## src/rtl/reg_port_sequencer.sv

```systemverilog
// reg_port_sequencer: writeback FIFO plus read arbiter driving the shared register-bank port.
// Optional read bypass from queued writes: define REGSEQ_BYPASS_EN.
module reg_port_sequencer #(
  parameter int DEPTH = 4
) (
  input  logic       clock,
  input  logic       reset,
  input  logic       wb_valid,
  output logic       wb_ready,
  input  logic [1:0] wb_rd,
  input  logic [7:0] wb_data,
  input  logic       rd_req,
  output logic       rd_ready,
  input  logic [1:0] rd_rs,
  output logic       rd_valid,
  output logic [7:0] rd_data,
  output logic       WR,
  output logic [1:0] rs,
  output logic [7:0] data,
  input  logic [7:0] regVal
);
  localparam int AW = $clog2(DEPTH);
  localparam int CW = AW + 1;
`ifdef REGSEQ_BYPASS_EN
  localparam bit BYPASS = 1'b1;
`else
  localparam bit BYPASS = 1'b0;
`endif

  typedef enum logic [1:0] {
    SLOT_IDLE,
    SLOT_READ,
    SLOT_WRITE
  } slot_t;

  logic [1:0]    q_rd   [DEPTH];
  logic [7:0]    q_data [DEPTH];
  logic [AW-1:0] head;
  logic [AW-1:0] tail;
  logic [CW-1:0] count;

  logic       full;
  logic       empty;
  logic       push;
  logic       pop;
  logic       hazard;
  logic       bank_rd;
  logic [7:0] byp_data;
  slot_t      slot;

  logic       s1_valid;
  logic       s1_byp;
  logic [7:0] s1_data;
  logic       s2_valid;
  logic [7:0] s2_data;

  assign full     = (count == CW'(DEPTH));
  assign empty    = (count == '0);
  assign wb_ready = !full;
  assign push     = wb_valid & !full;

  // Walk oldest to youngest so the last match is the youngest writer.
  always_comb begin
    hazard   = 1'b0;
    byp_data = '0;
    for (int i = 0; i < DEPTH; i++) begin
      if (CW'(i) < count && q_rd[head + AW'(i)] == rd_rs) begin
        hazard   = 1'b1;
        byp_data = q_data[head + AW'(i)];
      end
    end
  end

  assign rd_ready = rd_req & !full & (BYPASS | !hazard);
  assign bank_rd  = rd_ready & !(BYPASS & hazard);

  always_comb begin
    slot = SLOT_IDLE;
    if (full)
      slot = SLOT_WRITE;
    else if (bank_rd)
      slot = SLOT_READ;
    else if (!empty)
      slot = SLOT_WRITE;
    else
      slot = SLOT_IDLE;
  end

  assign pop = (slot == SLOT_WRITE);

  always_ff @(posedge clock) begin
    if (push) begin
      q_rd[tail]   <= wb_rd;
      q_data[tail] <= wb_data;
    end
  end

  always_ff @(posedge clock) begin
    if (reset) begin
      head     <= '0;
      tail     <= '0;
      count    <= '0;
      WR       <= 1'b0;
      rs       <= '0;
      data     <= '0;
      s1_valid <= 1'b0;
      s1_byp   <= 1'b0;
      s1_data  <= '0;
      s2_valid <= 1'b0;
      s2_data  <= '0;
      rd_valid <= 1'b0;
      rd_data  <= '0;
    end else begin
      if (push)
        tail <= tail + AW'(1);
      if (pop)
        head <= head + AW'(1);
      if (push && !pop)
        count <= count + CW'(1);
      else if (pop && !push)
        count <= count - CW'(1);

      WR <= (slot == SLOT_WRITE);
      case (slot)
        SLOT_WRITE: begin
          rs   <= q_rd[head];
          data <= q_data[head];
        end
        SLOT_READ: rs <= rd_rs;
        default: ;
      endcase

      // regVal is only stable late in the cycle after rs is driven.
      s1_valid <= rd_ready;
      s1_byp   <= BYPASS & hazard;
      s1_data  <= byp_data;
      s2_valid <= s1_valid;
      s2_data  <= s1_byp ? s1_data : regVal;
      rd_valid <= s2_valid;
      if (s2_valid)
        rd_data <= s2_data;
    end
  end

endmodule

```

## config.mk

```make
export PLATFORM = sky130hd
export DESIGN_NAME = reg_port_sequencer
export DESIGN_NICKNAME = d
export VERILOG_FILES = /design/src/rtl/reg_port_sequencer.sv
export SDC_FILE = /design/constraint.sdc
export NUM_CORES = 1
export LEC_CHECK = 0
export CORE_MARGIN = 2
export CORE_UTILIZATION = 45
export CTS_CLUSTER_DIAMETER = 200
export DETAILED_ROUTE_END_ITERATION = 10
export HOLD_SLACK_MARGIN = 0.06
export PLACE_DENSITY = 0.7
export RECOVER_POWER = 50
export SLEW_MARGIN = 0
export SYNTH_ARGS = -nofsm -noshare
export SYNTH_HDL_FRONTEND = slang
export SYNTH_SLANG_ARGS = --single-unit
```

## constraint.sdc

```tcl
create_clock -name clock -period 2.5 [get_ports clock]
set_input_delay 0.25 -clock clock [delete_from_list [all_inputs] [get_ports clock]]
set_output_delay 0.25 -clock clock [all_outputs]
set_load 0.01 [all_outputs]
```

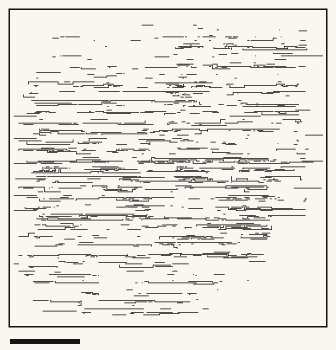
Fig. 1. Signal wires on met1 (run 1).
Bar = 20 µm.
main direction: horizontal
share of all routed wire: 45%

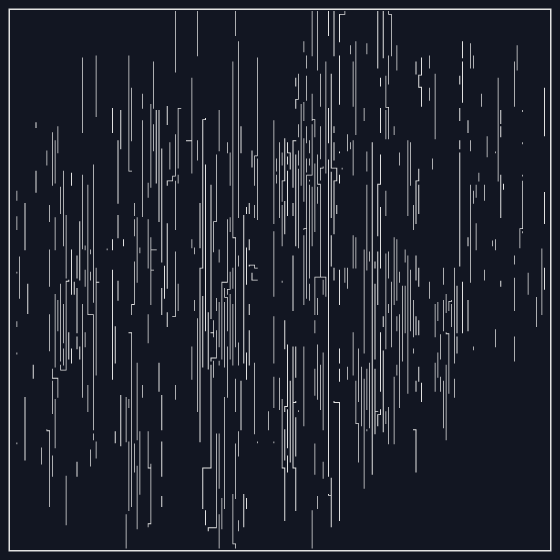
Fig. 2. Met2 routing (run 1).
wire length on this layer: 3190 µm
longest straight run: 55.8 µm
share of all routed wire: 48%
main direction: vertical
nets with wire on the layer: 286

==> results.txt, run 1 <==
share of cells above drive strength 1 = 0.279
final worst slack = -0.0180 ns
Die X = 90.9 µm
cts hold-fix bufs = 0
and+or+nand+nor area frac = 0.0999
Tap Cells = 99
Placement Rows = 31
vias in the first global route = 2117
failing checks = negative setup slack
Setup Viol. Count Final = 1
Comb/total area = 0.312
Sw Pwr = 1.64 mW
CTS buffer count = 9
Slowest-stage cell, CP = or4b_4
Data buffer area share = 0.149
adder share = 0.0332
Comb area = 1360 µm²
Met1 Routed Length = 2.98 mm
Top pwr grp = combinational logic
hold_ws = 0.447 ns
WL final = 6.64 mm
CTS H-tree lvls = 3
tool warnings = 35
Hold Vio Cnt, Final = 0
WL met3 = 344 µm
Cell Type Count = 41
Leakage = 1.63 nW
CP delay by family, top = simple AND/OR/NAND/NOR gates
routability cong. = 0.762
crit path to = count[2]
Crit Path Class = reg -> reg
Post-Synth XOR/XNOR Area = 0.0258
CP Max Fanout = 7
sequential cell count = 79
Setup Skew = 0.00859 ns
crit-path cells = mux2_4, or4b_4, a31oi_4, o31a_1, nor2_4, ha_4, mux2i_1, or3_1, a21oi_2
CTS resizes = 8
sequential logic power = 1.79 mW
Seq share, synth = 0.584
area grow syn2layout = 28.4%
Worst Hold Path Cells = 2
Hold Crit Start = regVal[1]
mean area per synthesized cell = 14.0 µm²
pins over their slew limit = 0
most instantiated logic cells after routing = edfxtp_1 (40), dfxtp_1 (38), buf_4 (24)
via count = 2103
clock power share = 0.196
sequential share of cell area = 0.456
Top area cell types = edfxtp_1 (35%), dfxtp_1 (23%), mux4_2 (8.6%)
top cells by count = edfxtp_1 (40), dfxtp_1 (39), nor2_1 (17)
largest net degree at the start of global routing = 33
wire length on met2 = 3.19 mm
Vias/cell = 5.08
Clk. pwr = 0.964 mW
post-detail-place hpwl = 4.37 mm
status = finished with violations
number of non-clock buffers = 71
Final min period = 2.52 ns
FF-to-FF Start = head[0]
Total Power = 4.93 mW
Power Density = 1130 nW/µm²
Mux cell area share = 0.150
uppermost layer routed = met4
worst path arrival time = 2.80 ns
Tcrit/Tclk final = 1.01
ys flop type = edfxtp_1
clock-cell share of area = 0.0482
input/output buffers = 45
endpoint class of the critical path = flip-flop
Max Buffers Root-to-Sink = 2
GRT Resource Usage Total = 0.169
Max-area cell class = sequential cells
CLK BUF = 13
Final #Nets = 343
worst vdd ir = 0.549 mV
root buf cell = clkbuf_8
Synthesized registers = 79
Worst-Skew Late Latency = 0.35 ns
HP Class = in -> reg
Core Density at Floorplan = 0.466
synth warn = 0
Fmax = 0.397 GHz
# diodes = 0
highest-count logic cell in the final layout = edfxtp_1
Worst R2R Setup Slack = -0.02 ns
drt pass-1 iters = 4
Syn Nets = 275
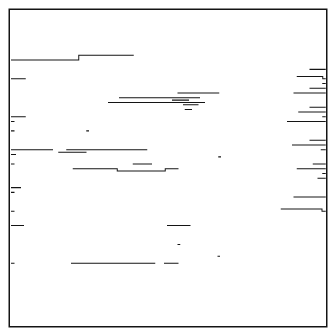
Fig. 3. Metal 3 (run 1).
longest straight run: 27.6 µm
main direction: horizontal
wire length on this layer: 345 µm
share of all routed wire: 5.2%
nets with wire on the layer: 40

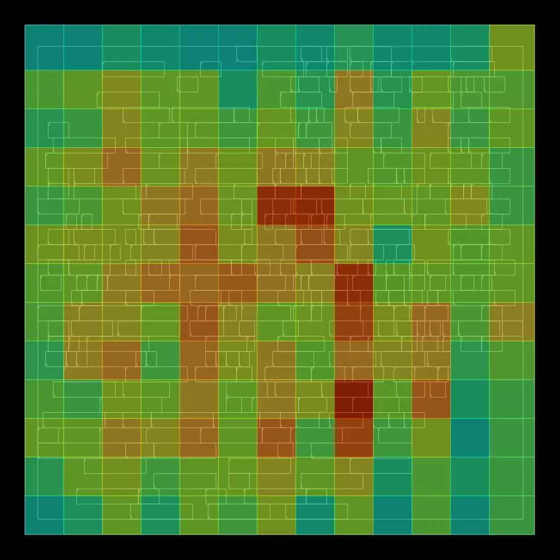
Fig. 4. Congestion heat map (run 1).
GR Util met2: 0.266
GR Util met1: 0.225
Final Util: 0.598
WL per Instance: 16.0 µm
GRT Max-Usage Layer: met2

## run 1: sequential cells by signal (all words and copies together), names as in the netlist, named ones only
name      flops
q_rd          8
head          2
rd_valid      1
s1_valid      1
count         3
rs            2
tail          2
s2_valid      1
WR            1
s2_data       8
rd_data       8
q_data       32
data          8
## run 1: stage by stage
step / cells / setup TNS (ns) / setup WS [ns] / cell area (µm²) / util
3_3_place_gp: 392 / -0.0838 / -0.0456 / 4000 / 0.549
3_5_place_dp: 392 / -0.0969 / -0.0676 / 4000 / 0.549
5_1_grt: 414 / -0.177 / -0.120 / 4360 / 0.598
6_report: 414 / -0.0180 / -0.0180 / 4360 / 0.598
4_1_cts: 413 / -0.0390 / -0.0390 / 4270 / 0.585
2_1_floorplan: 242 / -0.0352 / -0.0352 / 3410 / -
--- run 2 (diff from run 1) ---
--- a/config.mk
+++ b/config.mk
@@ -5,6 +5,7 @@
 export SDC_FILE = /design/constraint.sdc
 export NUM_CORES = 1
 export LEC_CHECK = 0
+export ABC_AREA = 1
 export CORE_MARGIN = 2
 export CORE_UTILIZATION = 45
 export CTS_CLUSTER_DIAMETER = 200
==> run 2 against run 1 <==
Effect of this change: the run now ends clean; utilization shrank 1.2 points; first-iteration DRC count grew 18%; global-route usage grew 0.91 points; cell count grew 30%; synthesized cell count grew 52%; register-to-register slack gained 0.27 ns; wire length grew 3.6%; sequential power is essentially flat; sequential share of layout area grew 1.2 points; non-clock buffer count shrank 6.
==> results.txt, run 2 <==
CLK BUF = 11 (-2)
FF-to-FF Start = head[0]
uppermost layer routed = met4
share of cells above drive strength 1 = 0.118 (-0.161)
Setup Skew = 0.00990 ns (+0.00131 ns)
CTS H-tree lvls = 3 (unchanged)
crit-path cells = buf_4, nand2_1, nand2_1, nand2_1, nand2_1, xor2_1, nor2_1, nor2_2, nand2_4, nand2_4, nand2_4, inv_1, ha_1, nor2_1, o21ai_1, o21ai_1, a21oi_1
adder share = 0.0334 (+0.000246)
placed cells = 516 (+32%)
Worst-Skew Late Latency = 0.34 ns (about the same)
Setup Viol. Count Final = 0 (-1)
synth warn = 0 (unchanged)
Max Buffers Root-to-Sink = 2 (unchanged)
crit path to = count[2]
largest net degree at the start of global routing = 22 (-33%)
highest-count logic cell in the final layout = nand2_1
fin cells = 539 (+30%)
Mux cell area share = 0 (-0.150)
Comb/total area = 0.279 (-0.0333)
pins over their slew limit = 0 (unchanged)
HP Class = reg -> reg
Power Density = 1130 nW/µm² (-0.26%)
post-detail-place hpwl = 4.73 mm (+8.2%)
input/output buffers = 45 (unchanged)
Top pwr grp = combinational logic
most instantiated logic cells after routing = nand2_1 (101), nor2_1 (59), edfxtp_1 (40)
Leakage = 1.90 nW (+16%)
worst path arrival time = 2.48 ns (-0.32 ns)
Syn Nets = 402 (+46%)
Max-area cell class = sequential cells
Met1 Routed Length = 2.98 mm (about the same)
WL per Instance = 12.8 µm (-20%)
Worst R2R Setup Slack = 0.25 ns (+0.27 ns)
# diodes = 0 (unchanged)
top cells by count = nand2_1 (102), nor2_1 (59), edfxtp_1 (40)
Slowest-stage cell, CP = dfxtp_4
vias in the first global route = 2624 (+24%)
sequential logic power = 1.76 mW (about the same)
setup TNS = 0 ns (+0.0180 ns)
Synthesized registers = 79 (unchanged)
status = completed
wire length on met2 = 3.52 mm (+10%)
routability cong. = 0.852 (+12%)
Sw Ratio = 0.361
Final Cell Area = 4250 µm² (-2.5%)
Sw Pwr = 1.73 mW (+5.8%)
Fmax = 0.444 GHz (+12%)
Final min period = 2.25 ns (-0.265 ns)
cts hold-fix bufs = 0 (unchanged)
DRC = 0
ys flop type = edfxtp_1
Tap Cells = 99 (unchanged)
Data buffer area share = 0.141 (-0.00772)
Final #Nets = 468 (+36%)
drt pass-1 iters = 4 (unchanged)
nonclk inv count = 36
CTS buffer count = 9 (unchanged)
WL met3 = 222 µm (-35%)
Total Power = 4.79 mW (-2.7%)
Placement Rows = 31 (unchanged)
worst vdd ir = 0.480 mV (-13%)
sequential cell count = 79 (unchanged)
Reg with most FFs = q_data
clock-cell share of area = 0.0500 (+0.00181)
Largest register FFs = 32 (unchanged)
Vias/cell = 4.82 (-5.2%)
endpoint class of the critical path = flip-flop
Crit Path Class = reg -> reg
final worst slack = 0.247 ns (+0.265 ns)
Cell Type Count = 29 (-29%)
Core Density at Floorplan = 0.465 (-0.000961)
Comb power = 2.03 mW
area grow syn2layout = 26.1%
CP Max Fanout = 8 (+1)
sequential share of cell area = 0.468 (+0.0124)
Compound Share, Synth = 0.0720
Hold Vio Cnt, Final = 0 (unchanged)
hold_ws = 0.419 ns (-0.0282 ns)
root buf cell = clkbuf_8
CP delay by family, top = simple AND/OR/NAND/NOR gates
Die X = 90.5 µm (-0.35%)
placed inst area = 3970 µm² (-0.75%)
mean area per synthesized cell = 9.13 µm² (-35%)
Top area cell types = edfxtp_1 (36%), dfxtp_1 (23%), nand2_1 (11%)
Post-Synth XOR/XNOR Area = 0.0104 (-0.0154)
Clk. pwr = 1.00 mW (+4%)
Tcrit/Tclk final = 0.901 (-0.106)
run 2: how the worst min path moves through the flow:
stage / start / endpoint / slack, ns / cells past startpoint
after floorplan: wb_data[0] / q_data[0][0] / 0.35 / 0
after global placement: s1_valid / s2_valid / 0.39 / 2
after detailed placement: s1_valid / s2_valid / 0.41 / 2
after CTS: regVal[2] / s2_data[2] / 0.41 / 3
after global routing: regVal[6] / s2_data[6] / 0.44 / 3
final: s1_valid / s2_valid / 0.42 / 2
run 2: routing by layer:
layer  up-vias  global-route usage
li1       1326                   -
met5         -                   0
met1      1214               0.206
met3        14              0.0334
met2        42               0.318
met4         0              0.0821
run 2: timing repair:
action,in CTS,in global routing
pin swaps,2,2
gates resized,5,6
setup endpoints to repair,1,2
buffers inserted,2,5
endpoints found under the hold margin,0,0
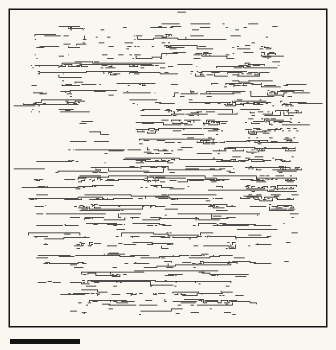
Fig. 5. Signal wires on met1 (run 2).
Bar = 20 µm.
nets with wire on the layer: 429
wire length on this layer: 2980 µm
longest straight run: 23.9 µm
main direction: horizontal
share of all routed wire: 43%
via count: 2596
GR Util met1: 0.206
WL final: 6.87 mm

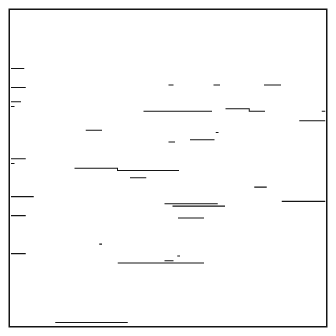
Fig. 6. Metal 3 (run 2).
main direction: horizontal
nets with wire on the layer: 23
wire length on this layer: 223 µm

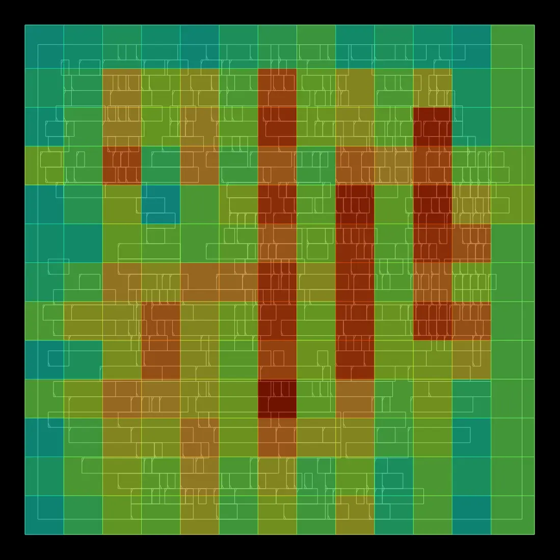
Fig. 7. Congestion heat map (run 2).
GRT Resource Usage Total: 0.178
M3 GR Usage: 0.0334

--- run 3 (diff from run 2) ---
--- a/config.mk
+++ b/config.mk
@@ -8,6 +8,7 @@
 export ABC_AREA = 1
 export CORE_MARGIN = 2
 export CORE_UTILIZATION = 45
+export CTS_BUF_LIST = sky130_fd_sc_hd__clkbuf_8
 export CTS_CLUSTER_DIAMETER = 200
 export DETAILED_ROUTE_END_ITERATION = 10
 export HOLD_SLACK_MARGIN = 0.06
==> run 3 against run 2 <==
Effect of this change: non-clock buffer count did not move; clock power barely moved; wire length did not move; worst setup slack did not move; via count did not move; global-route usage did not move; register-to-register slack barely moved; die size did not move; synthesized cell count did not move; first-iteration DRC count did not move; sequential share of layout area did not move; hold slack did not move; highest routed layer unchanged.
==> results.txt, run 3 <==
status = completed
sequential logic power = 1.76 mW (about the same)
root buf cell = clkbuf_8
Comb power = 2.03 mW (about the same)
most instantiated logic cells after routing = nand2_1 (101), nor2_1 (59), edfxtp_1 (40)
GRT Max-Usage Layer = met2
CTS buffer count = 9 (unchanged)
CTS H-tree lvls = 3 (unchanged)
cts hold-fix bufs = 0 (unchanged)
largest net degree at the start of global routing = 22 (unchanged)
Final #Nets = 468 (unchanged)
Total Power = 4.78 mW (-0.16%)
Max Buffers Root-to-Sink = 2 (unchanged)
endpoint class of the critical path = flip-flop
post-detail-place hpwl = 4.73 mm (unchanged)
Hold Vio Cnt, Final = 0 (unchanged)
clock sinks = 79
setup TNS = 0 ns (unchanged)
Core Density at Floorplan = 0.465 (unchanged)
Top pwr grp = combinational logic
GRT Resource Usage Total = 0.178 (unchanged)
Mux cell area share = 0 (unchanged)
Final Cell Area = 4250 µm² (unchanged)
Tcrit/Tclk final = 0.901 (unchanged)
Setup Viol. Count Final = 0 (unchanged)
CP delay by family, top = simple AND/OR/NAND/NOR gates
Met1 Routed Length = 2.98 mm (about the same)
mean area per synthesized cell = 9.13 µm² (unchanged)
Clk. pwr = 0.995 mW (about the same)
routability cong. = 0.852 (unchanged)
area grow syn2layout = 26.1% (unchanged)
Largest register FFs = 32 (unchanged)
HP Class = reg -> reg
Worst-Skew Late Latency = 0.34 ns (about the same)
M3 GR Usage = 0.0334 (unchanged)
Max-cap violations = 0
placed cells = 516 (unchanged)
Leakage = 1.91 nW (+0.44%)
# diodes = 0 (unchanged)
Die X = 90.5 µm (unchanged)
WL met3 = 222 µm (unchanged)
adder share = 0.0334 (unchanged)
ys flop type = edfxtp_1
input/output buffers = 45 (unchanged)
top cells by count = nand2_1 (102), nor2_1 (59), edfxtp_1 (40)
pins over their slew limit = 0 (unchanged)
Vias/cell = 4.82 (unchanged)
share of cells above drive strength 1 = 0.118 (unchanged)
ys cells = 369
via count = 2596 (unchanged)
hold_ws = 0.419 ns (unchanged)
CP Max Fanout = 8 (unchanged)
Placement Rows = 31 (unchanged)
placed inst area = 3970 µm² (unchanged)
vias in the first global route = 2624 (unchanged)
startpoint types = flip-flop
Reg with most FFs = q_data
Slowest-stage cell, CP = dfxtp_4
Synthesized registers = 79 (unchanged)
Final min period = 2.25 ns (unchanged)
wire length on met2 = 3.52 mm (unchanged)
Cell Type Count = 29 (unchanged)
Post-Synth XOR/XNOR Area = 0.0104 (unchanged)
Sw Pwr = 1.73 mW (about the same)
Sw Ratio = 0.362 (+0.000690)
DRC = 0 (unchanged)
WL final = 6.87 mm (unchanged)
gr ovfl total = 0
GR Util met1 = 0.206 (unchanged)
GR Util met2 = 0.318 (unchanged)
Power Density = 1130 nW/µm² (-0.16%)
worst path arrival time = 2.48 ns (about the same)
and+or+nand+nor area frac = 0.234
drt pass-1 iters = 4 (unchanged)
fin cells = 539 (unchanged)
setup slack at placement = 0.0167 ns
uppermost layer routed = met4
highest-count logic cell in the final layout = nand2_1
Top area cell types = edfxtp_1 (36%), dfxtp_1 (23%), nand2_1 (11%)
Worst Max-Slew Pin Slew = 0.716 ns
Crit Path Class = reg -> reg
synth warn = 0 (unchanged)
worst vdd ir = 0.481 mV (about the same)
Compound Share, Synth = 0.0720 (unchanged)
final worst slack = 0.247 ns (unchanged)
Worst R2R Setup Slack = 0.25 ns (about the same)
Fmax = 0.444 GHz (unchanged)
crit-path cells = buf_4, nand2_1, nand2_1, nand2_1, nand2_1, xor2_1, nor2_1, nor2_2, nand2_4, nand2_4, nand2_4, inv_1, ha_1, nor2_1, o21ai_1, o21ai_1, a21oi_1
WL per Instance = 12.8 µm (unchanged)
run 3: area by class of cell:
class	instances	area [µm²]	area share
inverters	36	140	0.0330
well taps	99	124	0.0291
clock inverters	7	88.8	0.0209
flip-flops and latches	79	1990	0.468
repair buffers	65	599	0.141
clock buffers	9	124	0.0291
multi-input cells	244	1180	0.279
run 3: repair_timing:
action / 4_1_cts / 5_1_grt
setup endpoints to repair: 1 / 2
setup buffers: 2 / 5
hold endpoints to repair: 0 / 0
pin swaps: 2 / 2
gates resized: 5 / 6
run 3: worst paths after layout:
kind | cells after the start | end | from
worst max-delay path | 17 | count[2] | head[0]
worst max register to register | 17 | count[2] | head[0]
worst min register to register | 2 | s2_valid | s1_valid
worst min-delay path | 2 | s2_valid | s1_valid
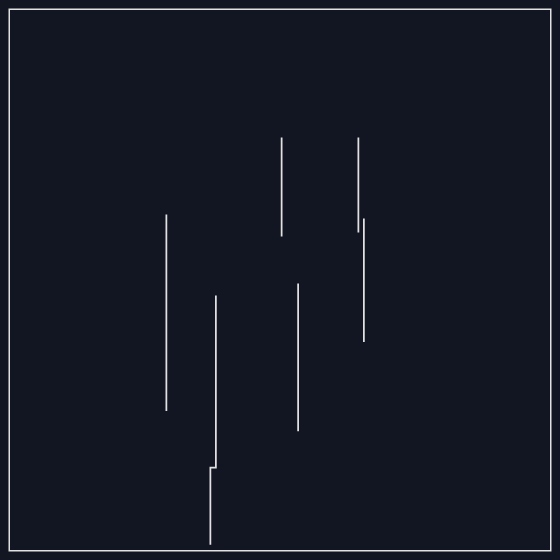
Fig. 8. Signal wires on met4 (run 3).
wire length on this layer: 152 µm
main direction: vertical

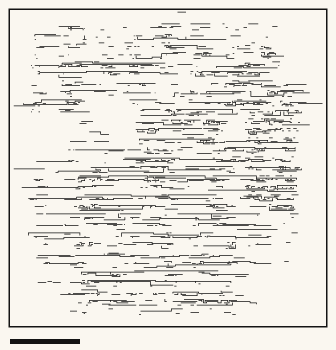
Fig. 9. Signal wires on met1 (run 3).
Bar = 20 µm.
nets with wire on the layer: 429
share of all routed wire: 43%
main direction: horizontal
longest straight run: 23.9 µm
wire length on this layer: 2980 µm

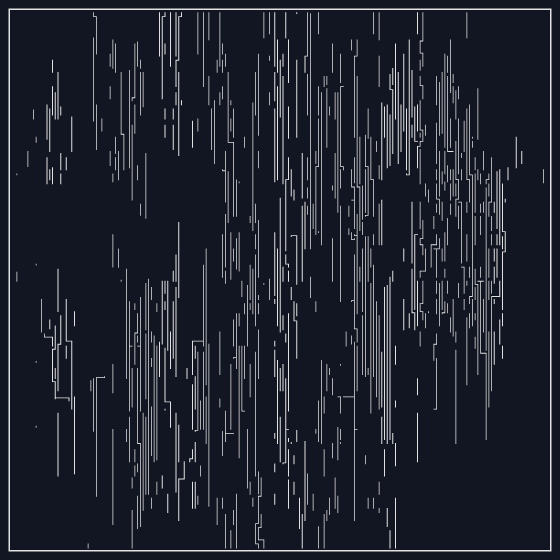
Fig. 10. Met2 routing (run 3).
wire length on this layer: 3520 µm
share of all routed wire: 51%

Power and IR drop assume default switching activity.
